[src/rtl/if_stage_gen2.sv]
// Instruction-fetch stage: PC register with branch/jump redirect, ROM addressing,
// and the IF/ID pipeline register with a delivered-instruction counter.
module if_stage_gen2 #(
   parameter int          MEMORY_DEPTH = 256,
   parameter logic [31:0] RESET_PC     = 32'h0040_0000,
   parameter int          COUNT_W      = 16,
   localparam int         AW           = $clog2(MEMORY_DEPTH)
) (
   input  logic               clk,
   input  logic               reset,
   input  logic               stall,
   input  logic               flush,
   input  logic               branch_taken_M,
   input  logic [31:0]        branch_target_M,
   input  logic               jump_D,
   input  logic [31:0]        jump_target_D,
   output logic [AW-1:0]      imem_addr,
   input  logic [31:0]        imem_data,
   output logic [31:0]        pc_IF,
   output logic [31:0]        instruction_ID,
   output logic [31:0]        pc_plus_4_ID,
   output logic               valid_ID,
   output logic [COUNT_W-1:0] fetch_count,
   output logic               misalign_err
);

   logic        redirect;
   logic [31:0] target;
   logic [31:0] pc_plus_4;

   // The branch resolves later in the pipe, so it wins over a jump seen in ID.
   assign redirect  = branch_taken_M | jump_D;
   assign target    = branch_taken_M ? branch_target_M : jump_target_D;
   assign pc_plus_4 = pc_IF + 32'd4;

   // Word index relative to RESET_PC; truncation makes the ROM wrap.
   assign imem_addr = AW'((pc_IF - RESET_PC) >> 2);

   always_ff @(posedge clk) begin
      if (reset) begin
         pc_IF          <= RESET_PC;
         instruction_ID <= 32'd0;
         pc_plus_4_ID   <= 32'd0;
         valid_ID       <= 1'b0;
         fetch_count    <= '0;
         misalign_err   <= 1'b0;
      end else begin
         if (redirect) begin
            pc_IF <= {target[31:2], 2'b00};
            if (target[1:0] != 2'b00) misalign_err <= 1'b1;
         end else if (!stall) begin
            pc_IF <= pc_plus_4;
         end

         // A redirect squashes the wrong-path word currently being fetched.
         if (redirect || flush) begin
            instruction_ID <= 32'd0;
            pc_plus_4_ID   <= 32'd0;
            valid_ID       <= 1'b0;
         end else if (!stall) begin
            instruction_ID <= imem_data;
            pc_plus_4_ID   <= pc_plus_4;
            valid_ID       <= 1'b1;
            fetch_count    <= fetch_count + COUNT_W'(1);
         end
      end
   end

endmodule

[config.mk]
export PLATFORM = sky130hd
export DESIGN_NAME = if_stage_gen2
export DESIGN_NICKNAME = d
export VERILOG_FILES = /design/src/rtl/if_stage_gen2.sv
export SDC_FILE = /design/constraint.sdc
export NUM_CORES = 1
export LEC_CHECK = 0
export CORE_MARGIN = 4
export CORE_UTILIZATION = 47
export CTS_CLUSTER_DIAMETER = 40
export CTS_CLUSTER_SIZE = 16
export DETAILED_ROUTE_END_ITERATION = 16
export PLACE_DENSITY = 0.86
export SYNTH_ARGS = -nofsm -noshare
export SYNTH_HDL_FRONTEND = slang
export SYNTH_SLANG_ARGS = --single-unit
[constraint.sdc]
create_clock -name clk -period 5.56 [get_ports clk]
set_input_delay 1.39 -clock clk [delete_from_list [all_inputs] [get_ports clk]]
set_output_delay 1.39 -clock clk [all_outputs]
set_load 0.05 [all_outputs]
==> results_dict.tcl, run 1 <==
# implementation run metrics
set metrics [dict create \
    yosys_reported_design_area_after_synthesis_um2 5520 \
    post_synth_instance_area_um2 5520 \
    power_switching_share 0.311 \
    tritoncts "done" \
    lay_top_cells "clkdlybuf4s50_1, dfxtp_1, nor2_1" \
    timing.critical_path.required_ps 5840 \
    drcViolationCount 0 \
    largest_register_ff_count 32 \
    drt-vias-per-instance 5.78 \
    postCtsSetupBuffers 0 \
    maxPowerGroup "sequential cells" \
    peakVddDrop_v 0.000147 \
    final_layout_fill_cell_count 908 \
    buf_share 0.280 \
    r2r_setup_slack_ps 2930 \
    synth_top_area_share 0.399 \
    seq_power_share 0.438 \
    timing.final.ws_setup_ps 1990 \
    yosys.cell_count.top_type "dfxtp_1" \
    period_minus_slack_ps 3570 \
    antenna_left 0 \
    fin_hold_ws_ps 473 \
    n_tap_cell 143 \
    post_synthesis_cell_count_from_yosys 662 \
    combGateArea_um2 3000 \
    biggest_area_contributors_in_the_synthesized_netlist "dfxtp_1, mux2i_1, nor2_1, a21oi_1, o21ai_0" \
    worst-path-max-fanout 23 \
    timing.fmax_ghz 0.280 \
    globalRoute.busiestLayer "met2" \
    cts_hold_buffers 0 \
    initial_utilization 0.482 \
    mux_area_frac 0.0784 \
    pwr.group.sequential_uw 855 \
    placement.io_buffers 219 \
    number_of_global_route_vias_before_repair 5621 \
    synth_simple_gate_area_share 0.215 \
    worst_clock_skew_ps 7.03 \
    rr_endpoint "pc_IF[28]$_SDFFE_PP0P_" \
    clock_sinks 110 \
    wl_met2_um 9150 \
    placement_rows 39 \
    crit_chain "clkdlybuf4s50_1 -> buf_4 -> inv_1 -> o22a_1 -> or4b_1 -> a31oi_1" \
    initialDrtViolationCount 452 \
    synth.cells.most_frequent "dfxtp_1, nor2_1, a21oi_1, mux2i_1, o21ai_0" \
    count_of_nets_after_finishing 946 \
    fin_total_pwr_mw 1.95 \
    reported_clock_group_power_uw 700 \
    drt_wl_total_um 18500 \
    ys.flops 110 \
    timing.hold.worst.class "reg -> reg" \
    timing.hold.worst_endpoint "valid_ID$_SDFFE_PP0N_" \
    tritoncts.num_buffers 9 \
    design.die.area_um2 13600 \
    grt_pass1_wl_um 28400 \
    clockNetworkAreaShare 0.0408 \
    final_cells 990 \
    num_antenna_cells 0 \
    design.portCount 224 \
    final_layout_size_suffix_gt1_frac 0.0508 \
    chipWidth_um 116 \
    clock_tree.root_cell "clkbuf_16" \
    wirelength_met1_um 7360 \
    cp_num_cells 6 \
    power_switching_uw 607 \
    core_um2 11500 \
    clock_tree.htree_level_count 3 \
    power.density_cell_area_nw_per_um2 244 \
    final_common_cell "clkdlybuf4s50_1" \
    clock_power_share 0.359 \
    synth.cellmix.adderShare 0.00453 \
    pwr-share-comb 0.203 \
    critical_path_buf_inv_count 3 \
    dp_cells 974 \
    post_cts_resize_count 0 \
    openroad.warnings 26 \
    wl_met3_um 1570 \
    grt_max_degree 66 \
    synth.yosys.seq_area_share 0.399 \
    comb.multi_input.count 481 \
    finalWeightedCongestion 0.925 \
    worst_max_slew_pin_slew_ps 891 \
    drv.max_cap_violation_count 0 \
    intPower_mw 1.34 \
    pwr.group.combinational_uw 396 \
    n_all_inverters 14 \
    clk_path_buf_depth 2 \
    max_slew_margin 0.406 \
    enable_flop_cells 0 \
    dr.pass1.iters 5 \
    clock_latency_ps 360 \
    topRoutingLayerUsed "met4" \
    yosys.cell_types.count 60 \
    start_kind "primary input" \
    grt_antenna_before_repair 0 \
    grt_setup_unrepaired "false" \
    setup_total_negative_slack_ps 0 \
    critPathCaptureType "register" \
    power.static_leakage_nw 2.91 \
    synth-main-ff-cell "dfxtp_1" \
    yosys_warnings 0 \
    clockBufferCount 9 \
    ys_sh_xor 0.0682 \
    seq_area_frac 0.275 \
    syn-instance-count 662 \
    cell_accounting_for_the_most_synthesized_area "dfxtp_1" \
    cpLargestDelayFamily "buffers and inverters" \
    non_clock_buffer_count 226 \
    dominant_cells "logic gates" \
    setup.worst_path.start "branch_taken_M" \
    grt-ovfl-total 0 \
    worstHoldStart "valid_ID$_SDFFE_PP0N_" \
    finalHoldViolations 0 \
    critPathCapture "pc_IF[24]$_SDFFE_PP0P_" \
    asyncSetResetFlopFracSynth 0 \
    largest_register_by_flop_count "instruction_ID" \
    worst-r2r-cell-count 6 \
    worstSetupPathType "in -> reg" \
    finalClockPeriodUsage 0.643 \
    timing.final.max_slew_violations 0 \
    grt.met2_usage 0.455 \
    die_h_um 116 \
    area.share.combinational 0.375 \
    ys_top_logic_family "simple AND/OR/NAND/NOR gates" \
    dp_worst_setup_slack_ps 1650 \
    slowest_delay_ps 630 \
    area_growth_syn_to_layout_pct 44.9 \
    run_status "completed" \
    flops 110 \
]
Figure 1. Pin placement (run 1).
Drawn at 4 px/um. Pins as bars across the die edge, other pins in gray.
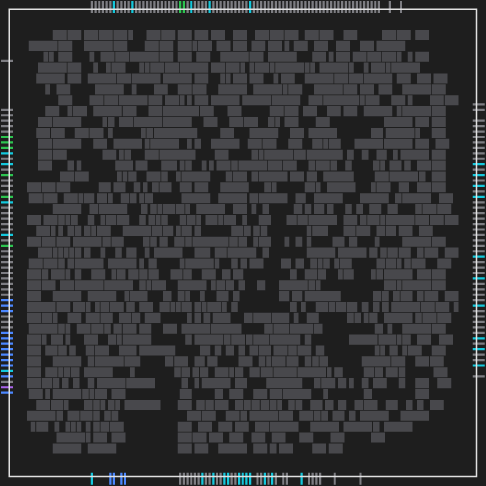
[purple] `branch_taken_M` | pins: 1 | direction: input | edge: left
[green] `imem_addr` | pins: 8 | direction: output | edge: 6 left, 2 top
[cyan] `pc_IF` | pins: 32 | direction: output | edge: 12 bottom, 10 right, 5 left, 5 top
[blue] `fetch_count` | pins: 16 | direction: output | edge: 12 left, 4 bottom

Figure 2. Routed metal per tile (run 1).
Drawn at 3 px/um. The die is cut into 23 by 23 equal tiles; dark blue is low, red is high, scaled to the fullest tile. Values are wire area over tile area, all layers added.
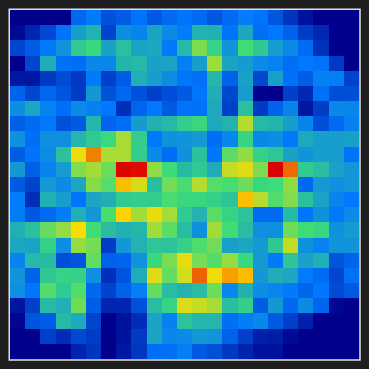
nearly empty tiles: 7.8%
mean over tiles: 0.22
fullest tile: 0.71
per-cell routed wire length: 18.6 um
total number of vias: 5718

Figure 3. Congestion heat map (run 1).
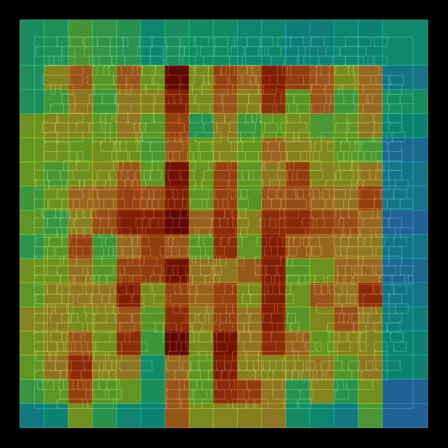
Layout Utilization: 0.698
M3 GR Usage: 0.0513
fraction of met1 tracks used by global routing: 0.326
overall fraction of global-route tracks in use: 0.264

## Run 2: what changed since run 1
--- a/config.mk
+++ b/config.mk
@@ -6,11 +6,11 @@
 export NUM_CORES = 1
 export LEC_CHECK = 0
 export CORE_MARGIN = 4
-export CORE_UTILIZATION = 47
+export CORE_UTILIZATION = 44
 export CTS_CLUSTER_DIAMETER = 40
 export CTS_CLUSTER_SIZE = 16
 export DETAILED_ROUTE_END_ITERATION = 16
-export PLACE_DENSITY = 0.86
+export PLACE_DENSITY = 0.81
 export SYNTH_ARGS = -nofsm -noshare
 export SYNTH_HDL_FRONTEND = slang
 export SYNTH_SLANG_ARGS = --single-unit
==> constraint.sdc (replaced) <==
create_clock -name clk -period 3.6 [get_ports clk]
set_input_delay 0.9 -clock clk [delete_from_list [all_inputs] [get_ports clk]]
set_output_delay 0.9 -clock clk [all_outputs]
set_load 0.05 [all_outputs]
Figure 4. M3 wires (run 2).
Drawn at 4 px/um. Cells faint in the background.
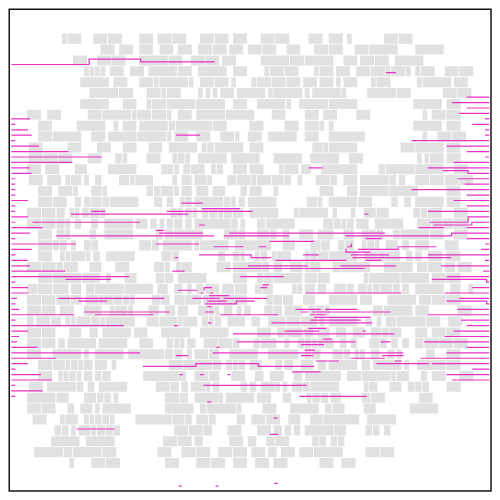
longest straight run: 47.4 um
nets with wire on the layer: 170
wire length on this layer: 1830 um
share of all routed wire: 10%

Figure 5. Pin placement (run 2).
Drawn at 4 px/um. Pins as bars across the die edge, other pins in gray.
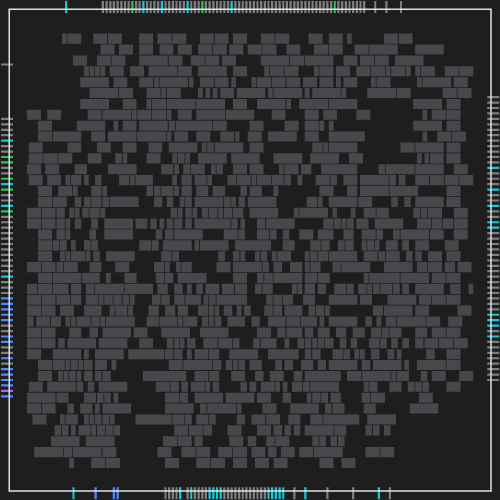
Die Height: 120 um
die width: 120 um

==> run 2 against run 1 <==
Clock skew barely moved. Utilization fell by 3.3 points. Largest cell class unchanged. Die area rose by 6.3%. First-iteration DRC count rose by 14%. Via count fell by 0.14%. Critical path type is now reg -> out. Critical path depth fell by 5. Critical endpoint is now pc_IF[9]. Routed wire length fell by 0.18%. Power rose by 52%.
==> results_dict.tcl, run 2 <==
# implementation run metrics
set metrics [dict create \
    run_status "completed" \
    critical_path_buf_inv_count 1 \
    comb.multi_input.count 481 \
    buf_share 0.287 \
    seq_power_share 0.445 \
    grt.met2_usage 0.421 \
    drcViolationCount 0 \
    ys_top_logic_family "simple AND/OR/NAND/NOR gates" \
    flops 110 \
    power_switching_uw 901 \
    timing.hold.worst.class "reg -> reg" \
    num_antenna_cells 0 \
    critPathCaptureType "output pin" \
    wl_met2_um 8940 \
    yosys_reported_design_area_after_synthesis_um2 5520 \
    openroad.warnings 26 \
    number_of_global_route_vias_before_repair 5532 \
    drt_wl_total_um 18400 \
    n_tap_cell 168 \
    mux_area_frac 0.0784 \
    globalRouteTotalUtil 0.249 \
    core_um2 12200 \
    synth.cells.most_frequent "dfxtp_1, nor2_1, a21oi_1, mux2i_1, o21ai_0" \
    grt_antenna_before_repair 0 \
    critPathCapture "pc_IF[9]" \
    largest_register_ff_count 32 \
    clock_latency_ps 350 \
    power.static_leakage_nw 2.94 \
    max_slew_margin 0.576 \
    post_cts_resize_count 0 \
    cpLargestDelayFamily "buffers and inverters" \
    cell_accounting_for_the_most_synthesized_area "dfxtp_1" \
    biggest_area_contributors_in_the_synthesized_netlist "dfxtp_1, mux2i_1, nor2_1, a21oi_1, o21ai_0" \
    worst-r2r-cell-count 6 \
    yosys.cell_count.top_type "dfxtp_1" \
    intPower_mw 2.06 \
    synth-main-ff-cell "dfxtp_1" \
    worst_max_slew_pin_slew_ps 630 \
    finalWeightedCongestion 0.913 \
    enable_flop_cells 0 \
    yosys_warnings 0 \
    antenna_left 0 \
    crit_chain "clkdlybuf4s50_1" \
    final_layout_size_suffix_gt1_frac 0.0607 \
    power.density_cell_area_nw_per_um2 367 \
    clock_tree.root_cell "clkbuf_16" \
    globalRouteMet3Util 0.0570 \
    finalClockPeriodUsage 0.778 \
    postCtsSetupBuffers 0 \
    design.die.area_um2 14400 \
    area_growth_syn_to_layout_pct 46.3 \
    power_switching_share 0.304 \
    clk_path_buf_depth 2 \
    timing.fmax_ghz 0.357 \
    fin_total_pwr_mw 2.97 \
    timing.final.ws_setup_ps 798 \
    clock_tree.htree_level_count 3 \
    pwr-share-comb 0.210 \
    timing.critical_path.required_ps 2700 \
    combGateArea_um2 3000 \
    synth_top_area_share 0.399 \
    rr_endpoint "pc_IF[28]$_SDFFE_PP0P_" \
    slowest_delay_ps 900 \
    clockNetworkAreaShare 0.0370 \
    final_core_utilization 0.665 \
    worstHoldStart "pc_plus_4_ID[3]$_SDFFE_PP0N_" \
    cp_num_cells 1 \
    grt_setup_unrepaired "false" \
    r2r_setup_slack_ps 1010 \
    period_minus_slack_ps 2800 \
    syn-instance-count 662 \
    non_clock_buffer_count 235 \
    fin_hold_ws_ps 466 \
    synth.cellmix.adderShare 0.00453 \
    clockBufferCount 10 \
    timing.final.max_slew_violations 0 \
    drv.max_cap_violation_count 0 \
    placement_rows 40 \
    finalHoldViolations 0 \
    vias 5710 \
    cts_hold_buffers 0 \
    initial_utilization 0.454 \
    pwr.group.sequential_mw 1.32 \
    maxPowerGroup "sequential cells" \
    area.share.combinational 0.371 \
    placement.io_buffers 219 \
    lay_top_cells "clkdlybuf4s50_1, dfxtp_1, nor2_1" \
    tritoncts.num_buffers 9 \
    largest_register_by_flop_count "instruction_ID" \
    yosys.cell_types.count 60 \
    dp_cells 1008 \
    grt_pass1_wl_um 28800 \
    dr.pass1.iters 7 \
    start_kind "register" \
    grt-ovfl-total 0 \
    globalRoute.busiestLayer "met2" \
    drt-vias-per-instance 5.58 \
    peakVddDrop_v 0.000224 \
    seq_area_frac 0.272 \
    wirelength_met1_um 7310 \
    dp_worst_setup_slack_ps 614 \
    ys_sh_xor 0.0682 \
    final_cells 1024 \
    timing.hold.worst_endpoint "pc_plus_4_ID[3]$_SDFFE_PP0N_" \
    final_layout_fill_cell_count 1037 \
    dominant_cells "logic gates" \
    final_common_cell "clkdlybuf4s50_1" \
    setup.worst_path.start "pc_IF[9]$_SDFFE_PP0P_" \
    topRoutingLayerUsed "met4" \
    synth_simple_gate_area_share 0.215 \
    reported_clock_group_power_mw 1.02 \
    ys.flops 110 \
    count_of_nets_after_finishing 955 \
    asyncSetResetFlopFracSynth 0 \
    setup_total_negative_slack_ps 0 \
    wl_met3_um 1830 \
    pwr.group.combinational_uw 622 \
    worst_clock_skew_ps 7.28 \
    synth.yosys.seq_area_share 0.399 \
    clock_sinks 110 \
    route.detailed.wl_per_inst_um 18.0 \
    post_synthesis_cell_count_from_yosys 662 \
    design.portCount 224 \
]
## Run 3: what changed since run 2
--- a/config.mk
+++ b/config.mk
@@ -6,11 +6,11 @@
 export NUM_CORES = 1
 export LEC_CHECK = 0
 export CORE_MARGIN = 4
-export CORE_UTILIZATION = 44
+export CORE_UTILIZATION = 39
 export CTS_CLUSTER_DIAMETER = 40
 export CTS_CLUSTER_SIZE = 16
 export DETAILED_ROUTE_END_ITERATION = 16
-export PLACE_DENSITY = 0.81
+export PLACE_DENSITY = 0.76
 export SYNTH_ARGS = -nofsm -noshare
 export SYNTH_HDL_FRONTEND = slang
 export SYNTH_SLANG_ARGS = --single-unit
==> constraint.sdc (replaced) <==
create_clock -name clk -period 2.28 [get_ports clk]
set_input_delay 0.57 -clock clk [delete_from_list [all_inputs] [get_ports clk]]
set_output_delay 0.57 -clock clk [all_outputs]
set_load 0.05 [all_outputs]
Figure 6. M2 wires (run 3).
Drawn at 4 px/um. Cells faint in the background.
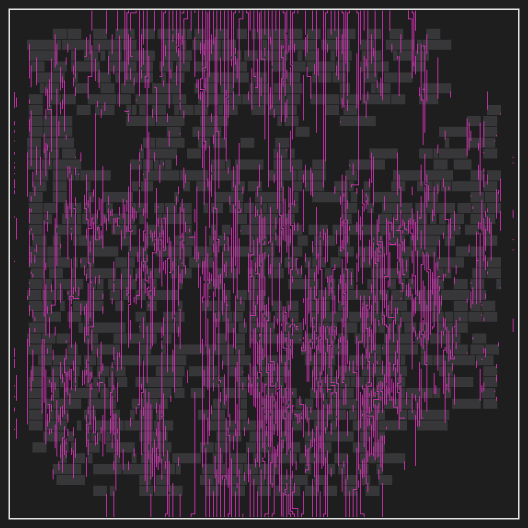
longest straight run: 44.0 um
wire length on this layer: 8360 um
nets with wire on the layer: 838
main direction: vertical
share of all routed wire: 46%
met2 global-route usage: 0.351
total number of vias: 5700

Figure 7. Pin placement (run 3).
Drawn at 4 px/um. Pins as bars across the die edge, other pins in gray.
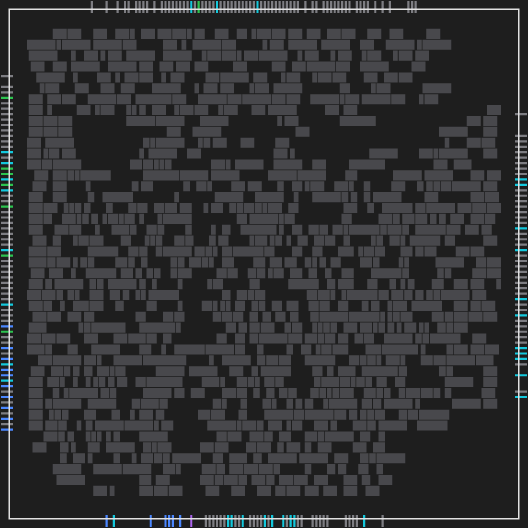
Die Height: 127 um
die width: 127 um
number of port buffers: 219

==> run 3 against run 2 <==
Worst setup slack worse by 750 ps. Via count down 0.18%. Flip-flop count unchanged. Design area up 5.1%.
==> results_dict.tcl, run 3 <==
# implementation run metrics
set metrics [dict create \
    run_status "completed" \
    r2r_setup_slack_ps 90 \
    cts_hold_buffers 0 \
    initial_utilization 0.398 \
    n_all_inverters 14 \
    clock_sinks 110 \
    start_kind "register" \
    critical_path_buf_inv_count 2 \
    largest_register_by_flop_count "instruction_ID" \
    comb.multi_input.count 481 \
    fin_total_pwr_mw 4.73 \
    power_switching_mw 1.42 \
    area.share.combinational 0.354 \
    worst_path_max_delay_cell "clkdlybuf4s50_1" \
    max_slew_margin 0.578 \
    globalRouteMet3Util 0.0472 \
    worstSetupPathType "reg -> out" \
    dr.pass1.iters 5 \
    fin_hold_ws_ps 468 \
    seq_area_frac 0.262 \
    synth.cellmix.adderShare 0.00453 \
    yosys.cell_count.top_type "dfxtp_1" \
    pwr.group.combinational_mw 1.04 \
    maxPowerGroup "sequential cells" \
    synth-main-ff-cell "dfxtp_1" \
    yosys.cell_types.count 60 \
    dp_cells 1067 \
    clk_path_buf_depth 2 \
    globalRoute.busiestLayer "met2" \
    biggest_area_contributors_in_the_synthesized_netlist "dfxtp_1, mux2i_1, nor2_1, a21oi_1, o21ai_0" \
    worstHoldStart "pc_plus_4_ID[7]$_SDFFE_PP0N_" \
    synth_top_area_share 0.399 \
    register_area_um2 2230 \
    postCtsSetupBuffers 0 \
    critPathCaptureType "output pin" \
    synth.yosys.seq_area_share 0.399 \
    tritoncts.num_buffers 9 \
    count_of_nets_after_finishing 1002 \
    clockBufferCount 10 \
    crit_chain "buf_4 -> clkdlybuf4s50_1" \
    clock_tree.htree_level_count 3 \
    number_of_global_route_vias_before_repair 5574 \
    yosys_reported_design_area_after_synthesis_um2 5520 \
    post_synthesis_cell_count_from_yosys 662 \
    dp_worst_setup_slack_ps -120 \
    final_layout_fill_cell_count 1236 \
    num_antenna_cells 0 \
    synth.cells.most_frequent "dfxtp_1, nor2_1, a21oi_1, mux2i_1, o21ai_0" \
    design.die.area_um2 16100 \
    seq_power_share 0.438 \
    n_tap_cell 180 \
    ys.flops 110 \
    synth_simple_gate_area_share 0.215 \
    finalHoldViolations 0 \
    initialDrtViolationCount 455 \
    clock_latency_ps 350 \
    cpLargestDelayFamily "buffers and inverters" \
    ys_top_logic_family "simple AND/OR/NAND/NOR gates" \
    openroad.warnings 28 \
    dominant_cells "logic gates" \
    core_um2 13900 \
    worstReg2RegStart "pc_IF[3]$_SDFFE_PP0P_" \
    topRoutingLayerUsed "met4" \
    wl_met3_um 1480 \
    yosys.area_share.aoi 0.175 \
    drt-vias-per-instance 5.26 \
    grt_antenna_before_repair 0 \
    post_synth_instance_area_um2 5520 \
    antenna_left 0 \
    drt_wl_total_um 18200 \
    final_cells 1083 \
    power_switching_share 0.301 \
    mux_area_frac 0.0784 \
    setup.worst_path.start "pc_IF[15]$_SDFFE_PP0P_" \
    grt_max_degree 45 \
    drcViolationCount 0 \
    worstHoldPathCells 2 \
    design.portCount 224 \
    tritoncts "done" \
    peakVddDrop_v 0.000326 \
    groute.layer.met1.usage 0.298 \
    power.static_leakage_nw 3.31 \
    finalWeightedCongestion 0.920 \
    clock_power_share 0.342 \
    timing.final.max_slew_violations 0 \
    final_common_cell "clkdlybuf4s50_1" \
    cp_num_cells 2 \
    wirelength_met1_um 7940 \
    grt_pass1_wl_um 28700 \
    timing.critical_path.required_ps 1710 \
    critical_path_arrival_ps 1660 \
    route.detailed.wl_per_inst_um 16.8 \
    slowest_delay_ps 810 \
    buf_share 0.316 \
    pwr-share-comb 0.220 \
    worst_max_slew_pin_slew_ps 632 \
    finalClockPeriodUsage 0.978 \
    final_core_utilization 0.612 \
    final_layout_size_suffix_gt1_frac 0.143 \
    intPower_mw 3.30 \
    yosys_warnings 0 \
    largest_register_ff_count 32 \
    placement_rows 43 \
    period_minus_slack_ps 2230 \
    grt_setup_unrepaired "true" \
    grt-ovfl-total 0 \
    post_cts_resize_count 0 \
    setup_viol 0 \
    globalRouteTotalUtil 0.221 \
    timing.hold.worst_endpoint "pc_plus_4_ID[7]$_SDFFE_PP0N_" \
    rr_endpoint "pc_IF[24]$_SDFFE_PP0P_" \
    worst_clock_skew_ps 7.18 \
    power.density_cell_area_nw_per_um2 557 \
    syn-instance-count 662 \
    timing.hold.worst.class "reg -> reg" \
    lay_top_cells "clkdlybuf4s50_1, dfxtp_1, nor2_1" \
    clock_tree.root_cell "clkbuf_16" \
    setup_total_negative_slack_ps 0 \
    largestRegisters "instruction_ID (32), pc_IF (30), pc_plus_4_ID (30)" \
    enable_flop_cells 0 \
    critPathCapture "pc_IF[15]" \
    timing.final.ws_setup_ps 50.8 \
    ys_sh_xor 0.0682 \
    worst-r2r-cell-count 7 \
    wl_met2_um 8360 \
    drv.max_cap_violation_count 0 \
    non_clock_buffer_count 282 \
    reported_clock_group_power_mw 1.62 \
    placedInstanceArea_um2 8180 \
    flops 110 \
    asyncSetResetFlopFracSynth 0 \
    area_growth_syn_to_layout_pct 53.8 \
    timing.fmax_ghz 0.449 \
    combGateArea_um2 3010 \
    cell_accounting_for_the_most_synthesized_area "dfxtp_1" \
    clockNetworkAreaShare 0.0352 \
    pwr.group.sequential_mw 2.07 \
]
Power figures rest on the tool's default switching activity, not on a simulated workload.
